Figure 1. Sequential cells grouped by signal name (run 1).
Scale: 2 px per µm.
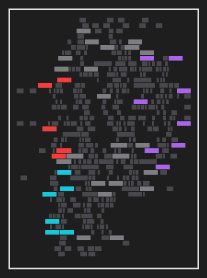
Figure 2. Routing congestion (run 1).
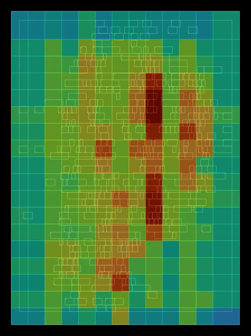
Figure 3. Nets reached from selected ports (run 1).
Scale: 3 px per µm.
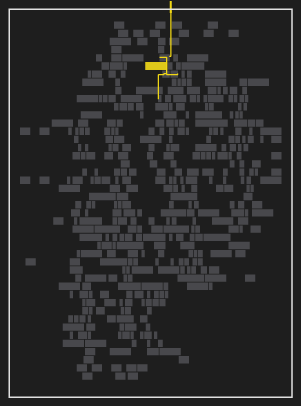
===== config.mk =====
export PLATFORM = sky130hd
export DESIGN_NAME = alarm_ctrl
export DESIGN_NICKNAME = d
export VERILOG_FILES = /design/src/rtl/alarm_pkg.sv /design/src/rtl/alarm_ctrl_hms_counter.sv /design/src/rtl/alarm_ctrl.sv
export SDC_FILE = /design/constraint.sdc
export NUM_CORES = 1
export LEC_CHECK = 0
export CAP_MARGIN = 20
export CORE_ASPECT_RATIO = 1.4
export CORE_MARGIN = 3
export CORE_UTILIZATION = 25
export DETAILED_ROUTE_END_ITERATION = 12
export GPL_TIMING_DRIVEN = 0
export PLACE_DENSITY = 0.51
export SLEW_MARGIN = 0
export SYNTH_ARGS = -nofsm -noshare
export SYNTH_HDL_FRONTEND = slang
export SYNTH_SLANG_ARGS = --single-unit

===== constraint.sdc =====
create_clock -name clk -period 3.2 [get_ports clk]
set_clock_uncertainty 0.1 [all_clocks]
set_input_delay 0.48 -clock clk [delete_from_list [all_inputs] [get_ports clk]]
set_output_delay 0.48 -clock clk [all_outputs]
set_load 0.01 [all_outputs]

===== src/rtl/alarm_pkg.sv =====
// Shared types, widths and wrap helpers for the alarm clock sequencer.
// Used by hms_counter and alarm_ctrl (optional snooze: ALARM_SNOOZE_EN).
package alarm_pkg;

   localparam int HR_W  = 5;
   localparam int MIN_W = 6;
   localparam int SEC_W = 6;

   localparam logic [HR_W-1:0]  HR_MAX  = 5'd23;
   localparam logic [MIN_W-1:0] MIN_MAX = 6'd59;

   typedef enum logic [1:0] {
      RUN       = 2'd0,
      SET_TIME  = 2'd1,
      SET_ALARM = 2'd2,
      RINGING   = 2'd3
   } mode_e;

   typedef enum logic {
      F_HOURS   = 1'b0,
      F_MINUTES = 1'b1
   } field_e;

   typedef struct packed {
      logic [HR_W-1:0]  hours;
      logic [MIN_W-1:0] minutes;
   } hm_t;

   localparam hm_t ALM_RST = '{hours: 5'd7, minutes: 6'd0};

   // Modulo-24 increment.
   function automatic logic [HR_W-1:0] hr_inc(
      input logic [HR_W-1:0] v
   );
      return (v == HR_MAX) ? '0 : v + 5'd1;
   endfunction

   // Modulo-60 increment, shared by minutes and seconds.
   function automatic logic [MIN_W-1:0] sx_inc(
      input logic [MIN_W-1:0] v
   );
      return (v == MIN_MAX) ? '0 : v + 6'd1;
   endfunction

   // hh:mm plus dm minutes (dm <= 59), wrapping past 23:59.
   function automatic hm_t hm_add(
      input hm_t             t,
      input logic [MIN_W-1:0] dm
   );
      logic [MIN_W:0] s;
      hm_t            r;
      s = {1'b0, t.minutes} + {1'b0, dm};
      r = t;
      if (s > {1'b0, MIN_MAX}) begin
         r.minutes = MIN_W'(s - 7'd60);
         r.hours   = hr_inc(t.hours);
      end else begin
         r.minutes = s[MIN_W-1:0];
      end
      return r;
   endfunction

endpackage


===== src/rtl/alarm_ctrl_hms_counter.sv =====
// hh:mm:ss time registers: tick advance with carry chain, freeze, seconds
// clear and per-field increment without carry. Ports: clk, rstn, i_tick,
// i_freeze, i_clr_sec, i_inc_hr, i_inc_min in; o_hours/o_minutes/o_seconds
// state, o_nxt (hh:mm after this tick), o_roll (tick lands on ss==0) out.
module hms_counter
   import alarm_pkg::*;
(
   input  logic             clk,
   input  logic             rstn,
   input  logic             i_tick,
   input  logic             i_freeze,
   input  logic             i_clr_sec,
   input  logic             i_inc_hr,
   input  logic             i_inc_min,
   output logic [HR_W-1:0]  o_hours,
   output logic [MIN_W-1:0] o_minutes,
   output logic [SEC_W-1:0] o_seconds,
   output hm_t              o_nxt,
   output logic             o_roll
);

   logic [HR_W-1:0]  r_hr;
   logic [MIN_W-1:0] r_min;
   logic [SEC_W-1:0] r_sec;

   logic w_adv;
   logic w_sec_wrap;
   logic w_min_wrap;
   hm_t  w_nxt;

   assign w_adv      = i_tick & ~i_freeze;
   assign w_sec_wrap = (r_sec == MIN_MAX);
   assign w_min_wrap = w_sec_wrap & (r_min == MIN_MAX);

   assign w_nxt.minutes = w_sec_wrap ? sx_inc(r_min) : r_min;
   assign w_nxt.hours   = w_min_wrap ? hr_inc(r_hr) : r_hr;

   assign o_nxt     = w_nxt;
   assign o_roll    = w_adv & w_sec_wrap;
   assign o_hours   = r_hr;
   assign o_minutes = r_min;
   assign o_seconds = r_sec;

   // Edits only arrive while frozen, so they never collide with a tick.
   always_ff @(posedge clk) begin
      if (!rstn) begin
         r_hr  <= '0;
         r_min <= '0;
         r_sec <= '0;
      end else if (w_adv) begin
         r_sec <= sx_inc(r_sec);
         r_min <= w_nxt.minutes;
         r_hr  <= w_nxt.hours;
      end else begin
         if (i_clr_sec) r_sec <= '0;
         if (i_inc_hr)  r_hr  <= hr_inc(r_hr);
         if (i_inc_min) r_min <= sx_inc(r_min);
      end
   end

endmodule


===== src/rtl/alarm_ctrl.sv =====
// Alarm clock sequencer: timekeeping, alarm setpoint, mode FSM, ringer.
// Ports: clk, rstn, tick_sec, btn_* pulses in; time, alarm, mode,
// edit_field, armed, ring out. Macro ALARM_SNOOZE_EN adds btn_snooze.
module alarm_ctrl
   import alarm_pkg::*;
#(
   parameter int RING_SECS  = 60,
   parameter int SNOOZE_MIN = 5
) (
   input  logic             clk,
   input  logic             rstn,
   input  logic             tick_sec,
   input  logic             btn_mode,
   input  logic             btn_next,
   input  logic             btn_inc,
   input  logic             btn_arm,
   input  logic             btn_stop,
`ifdef ALARM_SNOOZE_EN
   input  logic             btn_snooze,
`endif
   output logic [HR_W-1:0]  hours,
   output logic [MIN_W-1:0] minutes,
   output logic [SEC_W-1:0] seconds,
   output logic [HR_W-1:0]  alm_hours,
   output logic [MIN_W-1:0] alm_minutes,
   output logic [1:0]       mode,
   output logic             edit_field,
   output logic             armed,
   output logic             ring
);

   if (RING_SECS < 1 || RING_SECS > 255 ||
       SNOOZE_MIN < 1 || SNOOZE_MIN > 59) begin : g_bad_param
      $error("alarm_ctrl: parameter out of range");
   end

   mode_e      r_mode;
   field_e     r_edit;
   logic       r_armed;
   logic       r_ring;
   logic [7:0] r_cnt;
   hm_t        r_alm;

   hm_t        w_nxt;
   logic       w_roll;
   logic       w_snz_in;
   logic       w_snz_hit;
   logic       w_hi;
   logic       w_p_mode;
   logic       w_p_next;
   logic       w_p_inc;
   logic       w_p_arm;
   logic       w_trig;
   logic       w_set_t;
   logic       w_set_a;
   logic [7:0] w_cnt_nxt;
   logic       w_timeout;

   // Button arbitration: stop > snooze > mode > next > inc > arm.
   // Only the winner acts; the rest are dropped this cycle.
   assign w_hi     = btn_stop | w_snz_in;
   assign w_p_mode = btn_mode & ~w_hi;
   assign w_p_next = btn_next & ~w_hi & ~btn_mode;
   assign w_p_inc  = btn_inc & ~(w_hi | btn_mode | btn_next);
   assign w_p_arm  = btn_arm &
                     ~(w_hi | btn_mode | btn_next | btn_inc);

   assign w_set_t = (r_mode == SET_TIME);
   assign w_set_a = (r_mode == SET_ALARM);

   hms_counter u_hms (
      .clk       (clk),
      .rstn      (rstn),
      .i_tick    (tick_sec),
      .i_freeze  (w_set_t),
      .i_clr_sec (w_set_t & w_p_mode),
      .i_inc_hr  (w_set_t & w_p_inc & (r_edit == F_HOURS)),
      .i_inc_min (w_set_t & w_p_inc & (r_edit == F_MINUTES)),
      .o_hours   (hours),
      .o_minutes (minutes),
      .o_seconds (seconds),
      .o_nxt     (w_nxt),
      .o_roll    (w_roll)
   );

   // Match is judged on the post-tick time, so only a running tick
   // (never an edit) can fire the alarm.
   assign w_trig = (r_mode == RUN) & w_roll &
                   ((r_armed & (w_nxt == r_alm)) | w_snz_hit);

   assign w_cnt_nxt = r_cnt + 8'd1;
   assign w_timeout = (w_cnt_nxt == 8'(RING_SECS));

`ifdef ALARM_SNOOZE_EN
   logic r_pend;
   hm_t  r_snz;

   assign w_snz_in  = btn_snooze;
   assign w_snz_hit = r_pend & (w_nxt == r_snz);

   always_ff @(posedge clk) begin
      if (!rstn) begin
         r_pend <= 1'b0;
         r_snz  <= '0;
      end else if (r_mode == RINGING && !btn_stop && btn_snooze) begin
         r_pend <= 1'b1;
         r_snz  <= hm_add('{hours: hours, minutes: minutes},
                          MIN_W'(SNOOZE_MIN));
      end else if (w_trig || (r_mode == RUN && w_p_mode) ||
                   (r_mode == RINGING && btn_stop)) begin
         r_pend <= 1'b0;
      end
   end
`else
   assign w_snz_in  = 1'b0;
   assign w_snz_hit = 1'b0;
`endif

   always_ff @(posedge clk) begin
      if (!rstn) begin
         r_mode  <= RUN;
         r_edit  <= F_HOURS;
         r_armed <= 1'b0;
         r_ring  <= 1'b0;
         r_cnt   <= '0;
         r_alm   <= ALM_RST;
      end else begin
         unique case (r_mode)
            RUN: begin
               if (w_trig) begin
                  r_mode <= RINGING;
                  r_ring <= 1'b1;
                  r_cnt  <= '0;
               end else if (w_p_mode) begin
                  r_mode <= SET_TIME;
                  r_edit <= F_HOURS;
               end else if (w_p_arm) begin
                  r_armed <= ~r_armed;
               end
            end
            SET_TIME: begin
               if (w_p_mode) begin
                  r_mode <= SET_ALARM;
                  r_edit <= F_HOURS;
               end else if (w_p_next) begin
                  r_edit <= (r_edit == F_HOURS) ? F_MINUTES : F_HOURS;
               end
            end
            SET_ALARM: begin
               if (w_p_mode) begin
                  r_mode <= RUN;
               end else if (w_p_next) begin
                  r_edit <= (r_edit == F_HOURS) ? F_MINUTES : F_HOURS;
               end else if (w_p_inc && w_set_a) begin
                  if (r_edit == F_HOURS)
                     r_alm.hours <= hr_inc(r_alm.hours);
                  else
                     r_alm.minutes <= sx_inc(r_alm.minutes);
               end
            end
            RINGING: begin
               if (w_hi) begin
                  r_mode <= RUN;
                  r_ring <= 1'b0;
               end else if (tick_sec) begin
                  r_cnt <= w_cnt_nxt;
                  if (w_timeout) begin
                     r_mode <= RUN;
                     r_ring <= 1'b0;
                  end
               end
            end
         endcase
      end
   end

   assign alm_hours   = r_alm.hours;
   assign alm_minutes = r_alm.minutes;
   assign mode        = r_mode;
   assign edit_field  = r_edit;
   assign armed       = r_armed;
   assign ring        = r_ring;

endmodule

==> Changelog: implementation, run 1 <==
### Implementation results

* Fraction of the cycle the final worst path needs at 95.51%
* Vias in the first global route at 2,650
* CP Cell Sequence: ha_4, nand4_4, nor4_4, o2111ai_1, or4_4, or3_4, buf_6, a22oi_2, mux2i_1
* Design area at 0.003567 mm²
* Startpoint Class: register
* M1 wire length at 3340 µm
* OpenROAD warning count at 30
* Die ar. at 0.01207 mm²
* FP Rows at 44
* Top cells by area: dfxtp_1, nor2_1, ha_1
* Status: finished, final reports clean
* WL final at 7974 µm
* Place WS at -0.2969 ns
* Crit path max fanout at 6
* Nets@finish at 412
* Worst setup margin at 0.1436 ns
* Hold/Removal Path Class: reg2reg
* Max VDD drop at 0.1834 mV
* Avg Synthesized Cell Area at 7.808 µm²
* Critical path required time at 3.32 ns
* Post-synth EDFFs at 0
* Area figure in the yosys stat output at 0.002694 mm²
* Most frequent cells in the layout: nor2_1, clkdlybuf4s50_1, dfxtp_1
* I/O Buffers at 40
## Picture notes: Figure 1
netlist name	color	sequential cells
u_hms.o_hours	red	5
r_cnt	purple	8
alm_minutes	cyan	6

## Picture notes: Figure 2
met3 Usage GRT: 2.164%
GRT Util Overall: 13.66%
grt peak-use layer: met2

## Picture notes: Figure 3
port	color	bits	direction	edge	end cells	wire
armed	yellow	1	output	north	1	39.0 µm

==> run 1: power breakdown <==
group | internal [mW] | total (mW) | leakage (nW) | switching [mW]
sequential | 0.523 | 0.542 | 0.335 | 0.0189
clock | 0.390 | 0.609 | 0.0831 | 0.219
combinational | 0.0843 | 0.215 | 0.806 | 0.131
total | 0.997 | 1.37 | 1.22 | 0.369
==> run 1: through the flow <==
step / total power [mW] / TNS [ns] / utilization, % / instances
after CTS: 1.372 / 0 / 33.37 / 531
after floorplan: 0.6790 / 0 / - / 345
after global placement: 0.7559 / -1.643 / 31.23 / 523
after global routing: 1.424 / 0 / 34.10 / 532
after detailed placement: 0.7593 / -2.173 / 31.23 / 523
final: 1.366 / 0 / 34.10 / 532
==> run 1: metal layers <==
| layer | vias to the layer above | GRT usage (%) |
|---|---|---|
| met4 | 0 | 4.847 |
| met5 | - | 0 |
| met2 | 43 | 25.81 |
| met3 | 10 | 2.164 |
| li1 | 1353 | - |
| met1 | 1279 | 15.17 |
==> run 1: final timing paths <==
kind / startpoint / endpoint / slack (ns) / cells after the start
max: u_hms.o_minutes[1] / r_cnt[1] / 0.14 / 9
min: r_cnt[1] / r_cnt[1] / 0.38 / 2
max reg2reg: u_hms.o_minutes[1] / r_cnt[1] / 0.14 / 9
min reg2reg: r_cnt[1] / r_cnt[1] / 0.38 / 2
==> run 1: area by class of cell <==
| class | instances | area share [%] |
|---|---|---|
| well taps | 138 | 4.840 |
| inverters | 13 | 1.368 |
| repair buffers | 43 | 11.86 |
| multi-input cells | 274 | 51.21 |
| clock buffers | 6 | 3.893 |
| plain buffers | 15 | 2.350 |
| flip-flops and latches | 41 | 23.43 |
| clock inverters | 2 | 1.052 |
==> run 1: timing repair <==
action | 4_1_cts | 5_1_grt
buffers inserted | 0 | 3
endpoints found under the setup margin | 12 | 12
hold endpoints to repair | 0 | 0
gates resized | 10 | 18
gates cloned | 0 | 0
pin swaps | 1 | 4
==> run 1: state kept, by name, indices dropped and copies added (netlist names) <==
name             count
armed                1
r_cnt                8
u_hms.o_seconds      6
edit_field           1
u_hms.o_minutes      6
ring                 1
alm_hours            5
u_hms.o_hours        5
mode                 2
alm_minutes          6
==> run 1: kinds of logic (layout without fill, tap and decap cells) <==
group	Yosys count	after routing	share of synthesized area, %
buffers and inverters	30	79	5.109
and+or+nand+nor	148	148	28.47
muxes	9	9	3.530
DFF	41	41	30.47
adders and majority gates	11	11	5.109
AOI/OAI and AO/OA	91	91	22.43
xor gates and xnor gates	15	15	4.877
==> run 1: worst min-delay path, stage by stage (launching register included) <==
cell and delay [ns]:
dfxtp_1 0.32, nand2_1 0.06, mux2i_1 0.05
==> inputs of run 2 (changes only) <==
- CORE_UTILIZATION: 25 -> 45
- GPL_TIMING_DRIVEN: 0 -> not set
- PLACE_DENSITY: 0.51 -> 0.76
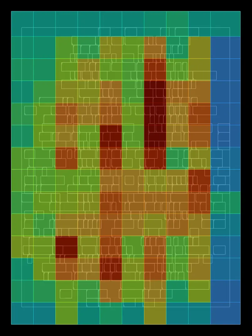
Figure 4: run 2, routing congestion.
met3 Usage GRT: 3.727%
met1 usage: 25.05%
drt wl/cell: 14.96 µm

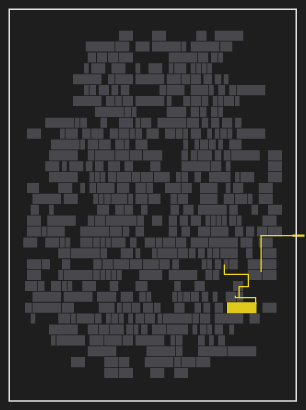
Figure 5: run 2, nets reached from selected ports.
Scale: 4 px per µm.
I/O pin cnt: 41
I/O Buffers: 40

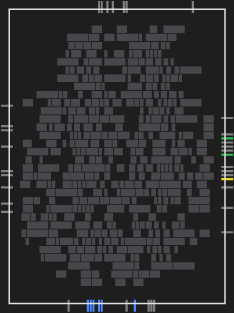
Figure 6: run 2, pin placement.
Scale: 3 px per µm. Pins as bars across the die edge, other pins in gray.
port	color	pins	direction	edge
armed	yellow	1	output	east
mode	green	2	output	east
minutes	blue	6	output	south
all pins by edge	14 east, 11 south, 9 west, 7 north
Die Ht: 97.55 µm
die span in x: 71.39 µm

==> run 2 against run 1 <==
  * Power is 22% lower
  * Worst hold slack better by 0.014 ns
  * Area after synthesis stayed put
  * Highest routed layer unchanged
==> Changelog: implementation, run 2 <==
### Implementation results

* Most flop-heavy register: r_cnt
* Status: finished, final reports clean
* WL final at 6911 µm (-13%)
* First-pass GRT wire length at 11,700 µm
* Fraction of the cycle the final worst path needs at 94.11% (-1.4 points)
* Initial Utilization at 47.72%
* Maximum buffer depth of the clock tree at 2
* Main flop type: dfxtp_1
* Worst-margin pin slew at 0.7125 ns
* Core box area at 0.005645 mm²
* DR vias at 2,731
* Total CTS buffers at 5
* CP Cell Sequence: ha_2, nand3b_4, or3_1, o21ai_1, xor2_1, or4_1, or3_4, a22oi_2, mux2i_1
* Register share after synthesis at 30.47%
* Top cell area share at 30.47%
* Avg Synthesized Cell Area at 7.808 µm² (unchanged)
* Total power at 1.061 mW (-22%)
* Crit path max fanout at 11 (+5)
* Placed cell count at 452 (-14%)
* Hold Vio Cnt, Final at 0
* GRT Util Overall at 20.20% (+6.5 points)
* OpenROAD warning count at 30 (unchanged)
* Slew Viols, Final at 0
* Largest register FFs at 8 (unchanged)
* Dominant logic cell type in the layout: nor2_1
* Area figure in the yosys stat output at 0.002694 mm² (unchanged)
* Largest net degree at the start of global routing at 21
* Startpoint Class: register
* Critical path required time at 3.32 ns (about the same)
* Async SR Flop Fraction at 0%
* Hold/Removal Path Class: reg2reg
* Most frequent cells in the layout: nor2_1, dfxtp_1, clkdlybuf4s50_1
* Top cells by area: dfxtp_1, nor2_1, ha_1
* Hold WS at 0.3971 ns
* FP Rows at 32 (-27%)
* Post-Layout Cell Count at 462 (-13%)
* Vias in the first global route at 2,538 (-4.2%)
* Post-synth EDFFs at 0 (unchanged)
* Cells after synthesis at 345
* Root Driver: clkbuf_8
* Place WS at 0.07025 ns (+0.3672 ns)
* Die ar. at 0.006964 mm² (-42%)
* Worst setup margin at 0.1885 ns (+0.04486 ns)
* Nets@finish at 414 (+0.49%)
* Max VDD drop at 0.2473 mV (+35%)
-- run 2: cell counts after synthesis --
No cell type changed its count.
-- run 2: worst paths after layout --
path,start,endpoint,slack [ns],depth (start not counted)
max reg2reg,u_hms.o_seconds[0],r_cnt[1],0.19,9
max,u_hms.o_seconds[0],r_cnt[1],0.19,9
min reg2reg,r_cnt[1],r_cnt[1],0.40,2
min,r_cnt[1],r_cnt[1],0.40,2
-- run 2: cell families (layout without fill, tap and decap cells) --
group | after synthesis | in the layout | share of synthesized area, %
compound gates | 91 | 91 | 22.43
xor+xnor | 15 | 15 | 4.877
fa+ha+maj | 11 | 11 | 5.109
buf+inv | 30 | 79 | 5.109
flops | 41 | 41 | 30.47
mux | 9 | 9 | 3.530
simple gates | 148 | 148 | 28.47
-- run 2: repair_timing --
| item | CTS | global route |
|---|---|---|
| endpoints found under the setup margin | 0 | 9 |
| setup buffers | 0 | 4 |
| gates resized | 0 | 3 |
-- run 2: layer usage --
| metal | GRT usage (%) | routed length (µm) |
|---|---|---|
| met1 | 25.05 | 2949 |
| met2 | 33.99 | 3485 |
| met3 | 3.727 | 366 |
| met4 | 7.670 | 110 |
| met5 | 0 | 0 |
-- run 2: final cells by class --
| class | instances | area [µm²] |
|---|---|---|
| fill | 514 | 2315 |
| multi-input combinational | 274 | 1752 |
| sequential | 41 | 820.8 |
| timing repair buffer | 60 | 550.5 |
| tap | 68 | 85.08 |
| clock buffer | 5 | 68.82 |
| inverter | 13 | 48.80 |
| clock inverter | 1 | 5.005 |
-- run 2: metrics by stage --
stage                     utilization, %  setup TNS (ns)  area [µm²]
after CTS                          58.18               0        3284
after floorplan                        -               0        2694
after detailed placement           56.87               0        3211
after global routing               59.00        -0.02117        3331
final                              59.00               0        3331
after global placement             56.87               0        3211
-- run 2: power breakdown --
group	internal (mW)	switching, mW
registers	0.522	0.0175
clock network	0.144	0.167
logic	0.0853	0.126
total	0.750	0.310
-- run 2: critical path: cells and delay by family, from the launching register on --
| kind | cells | cell delay (ns) |
|---|---|---|
| XOR/XNOR | 1 | 0.08 |
| AND/OR/NAND/NOR | 4 | 1.53 |
| adder cells (fa/ha/maj) | 1 | 0.25 |
| multiplexers | 1 | 0.21 |
| AND-OR/OR-AND | 2 | 0.38 |
| flip-flops | 1 | 0.40 |
==> inputs of run 3 (changes only) <==
- CORE_UTILIZATION: 45 -> 44
- PLACE_DENSITY: 0.76 -> 0.75
==> run 3 against run 2 <==
  * Routed wire length up 3.0%
  * Power up 6.0%
  * Global-route usage up 0.073 points
  * Critical endpoint unchanged
  * Clock power up 21%
  * Highest routed layer unchanged
  * Flip-flop count unchanged
==> Changelog: implementation, run 3 <==
### Implementation results

* Status: finished, final reports clean
* OpenROAD warning count at 30 (unchanged)
* Met1 usage at 23.30% (-1.7 points)
* Die ar. at 0.007111 mm² (+2.1%)
* Top cells by area: dfxtp_1, nor2_1, ha_1
* CP Cell Sequence: ha_2, nand3b_4, nor4_4, buf_4, a2111oi_2, a31oi_1, or4_1, or3_4, a22oi_2, mux2i_1
* Combinational gate area at 0.001769 mm² (+1.0%)
* Largest net degree at the start of global routing at 21 (unchanged)
* Largest register FFs at 8 (unchanged)
* Area figure in the yosys stat output at 0.002694 mm² (unchanged)
* FP Rows at 33 (+3.1%)
* Post-Layout Cell Count at 465 (+0.65%)
* Crit path max fanout at 11 (unchanged)
* Async SR Flop Fraction at 0% (unchanged)
* CP startpoint: u_hms.o_seconds[0]
* Core box area at 0.005904 mm² (+4.6%)
* First-pass GRT wire length at 11,870 µm (+1.5%)
* Cell family with most CP delay: simple AND/OR/NAND/NOR gates
* Startpoint Class: register
* Register share after synthesis at 30.47% (unchanged)
* CP bufs+invs at 1 (+1)
* Slew Viols, Final at 0 (unchanged)
* Vias in the first global route at 2,716 (+7.0%)
* Most flop-heavy register: r_cnt
* Total CTS buffers at 5 (unchanged)
* Initial Utilization at 45.62% (-2.1 points)
* Root Driver: clkbuf_8
==> run 3: cell counts after synthesis <==
Identical to the previous run, type by type.
==> run 3: what timing repair did <==
| item | CTS | global route |
|---|---|---|
| pin swaps | 0 | 2 |
| setup buffers | 0 | 1 |
| setup endpoints to repair | 2 | 8 |
| resized | 1 | 6 |
==> run 3: final cells by class <==
cell class | count | area share (%)
multi-input cells | 274 | 52.49
well taps | 70 | 2.598
flip-flops and latches | 41 | 24.35
inverters | 13 | 1.448
repair buffers | 59 | 16.11
clock inverters | 1 | 0.1485
clock buffers | 7 | 2.858
==> run 3: kinds of logic (layout without fill, tap and decap cells) <==
| kind of cell | Yosys count | after routing | synth area share [%] |
|---|---|---|---|
| fa+ha+maj | 11 | 11 | 5.109 |
| mux | 9 | 9 | 3.530 |
| compound gates | 91 | 91 | 22.43 |
| simple gates | 148 | 148 | 28.47 |
| xor+xnor | 15 | 15 | 4.877 |
| flops | 41 | 41 | 30.47 |
| buf+inv | 30 | 80 | 5.109 |
==> run 3: worst paths after layout <==
| kind | to | cells past startpoint |
|---|---|---|
| max reg2reg | r_cnt[1] | 10 |
| max | r_cnt[1] | 10 |
| min reg2reg | r_cnt[5] | 2 |
| min | r_cnt[5] | 2 |
==> run 3: where the power goes <==
group	internal [mW]	leakage [nW]	switching [mW]	total [mW]
Sequential	0.521	0.331	0.0175	0.539
Combinational	0.0849	0.849	0.124	0.209
Clock	0.195	0.0542	0.182	0.377
==> run 3: metrics by stage <==
| step | hold WS (ns) | setup slack (ns) | power [mW] | util (%) |
|---|---|---|---|---|
| final | 0.4086 | 0.1069 | 1.125 | 57.09 |
| after global routing | 0.4233 | -0.01215 | 1.181 | 57.09 |
| after detailed placement | 0.3996 | -0.03910 | 0.7571 | 54.67 |
| after global placement | 0.3575 | 0.1124 | 0.7551 | 54.67 |
| after CTS | 0.4113 | 0.007746 | 1.133 | 56.54 |
| after floorplan | 0.3472 | 0.1654 | 0.6790 | - |
==> run 3: metal layers <==
layer / up-vias / wire length [µm]
met3: 19 / 406
met5: - / 0
li1: 1342 / -
met1: 1316 / 2836
met2: 107 / 3677
met4: 0 / 198
==> run 3: worst min-delay path, stage by stage (launching register included) <==
cell and delay, ns:
dfxtp_1 0.34, nand2_1 0.06, o21ai_0 0.07
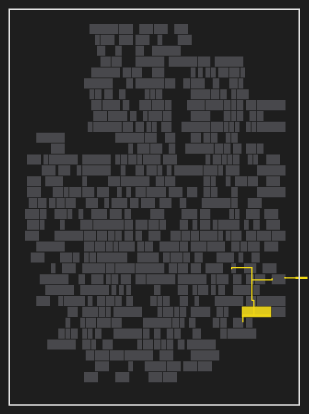
Figure 7: run 3, nets reached from selected ports.
Scale: 4 px per µm.
port	color	bits	direction	edge	end cells	wire
armed	yellow	1	output	east	1	34.9 µm

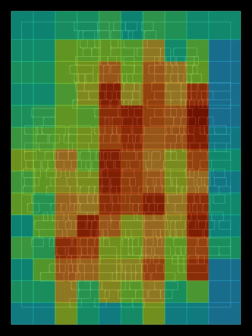
Figure 8: run 3, routing congestion.
met3 Usage GRT: 3.878%
Final Util: 57.09%
M2 GR Usage: 35.30%
GRT Util Overall: 20.27%

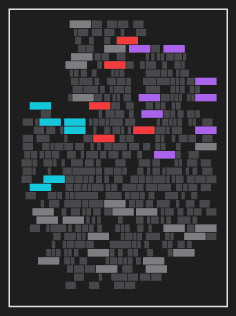
Figure 9: run 3, sequential cells grouped by signal name.
Scale: 3 px per µm.
netlist name	color	sequential cells
alm_minutes	cyan	6
r_cnt	purple	8
u_hms.o_hours	red	5
FF/Latch Area: 820.8 µm²
Seq area share: 24.35%
Sequential Power: 539 µW


==> notes/layouts.md <==
Pictures saved along the way, in no particular order.

Routed metal, one color a layer.
Plate I
Scale: 4 px per µm.
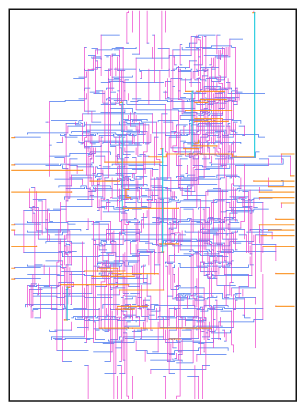
Plate II
Scale: 3 px per µm.
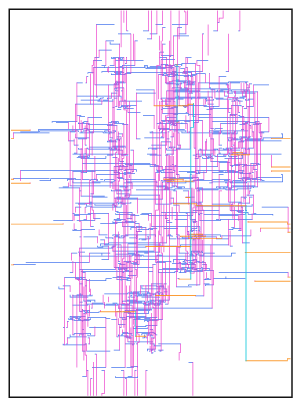
Plate II is run 1.
Plate I is run 2.

Key to Plate I:
layer	color	wire length
met4	cyan	110 µm
met3	orange	367 µm
met1	blue	2,950 µm
met2	magenta	3,490 µm

Power and IR drop assume default switching activity.
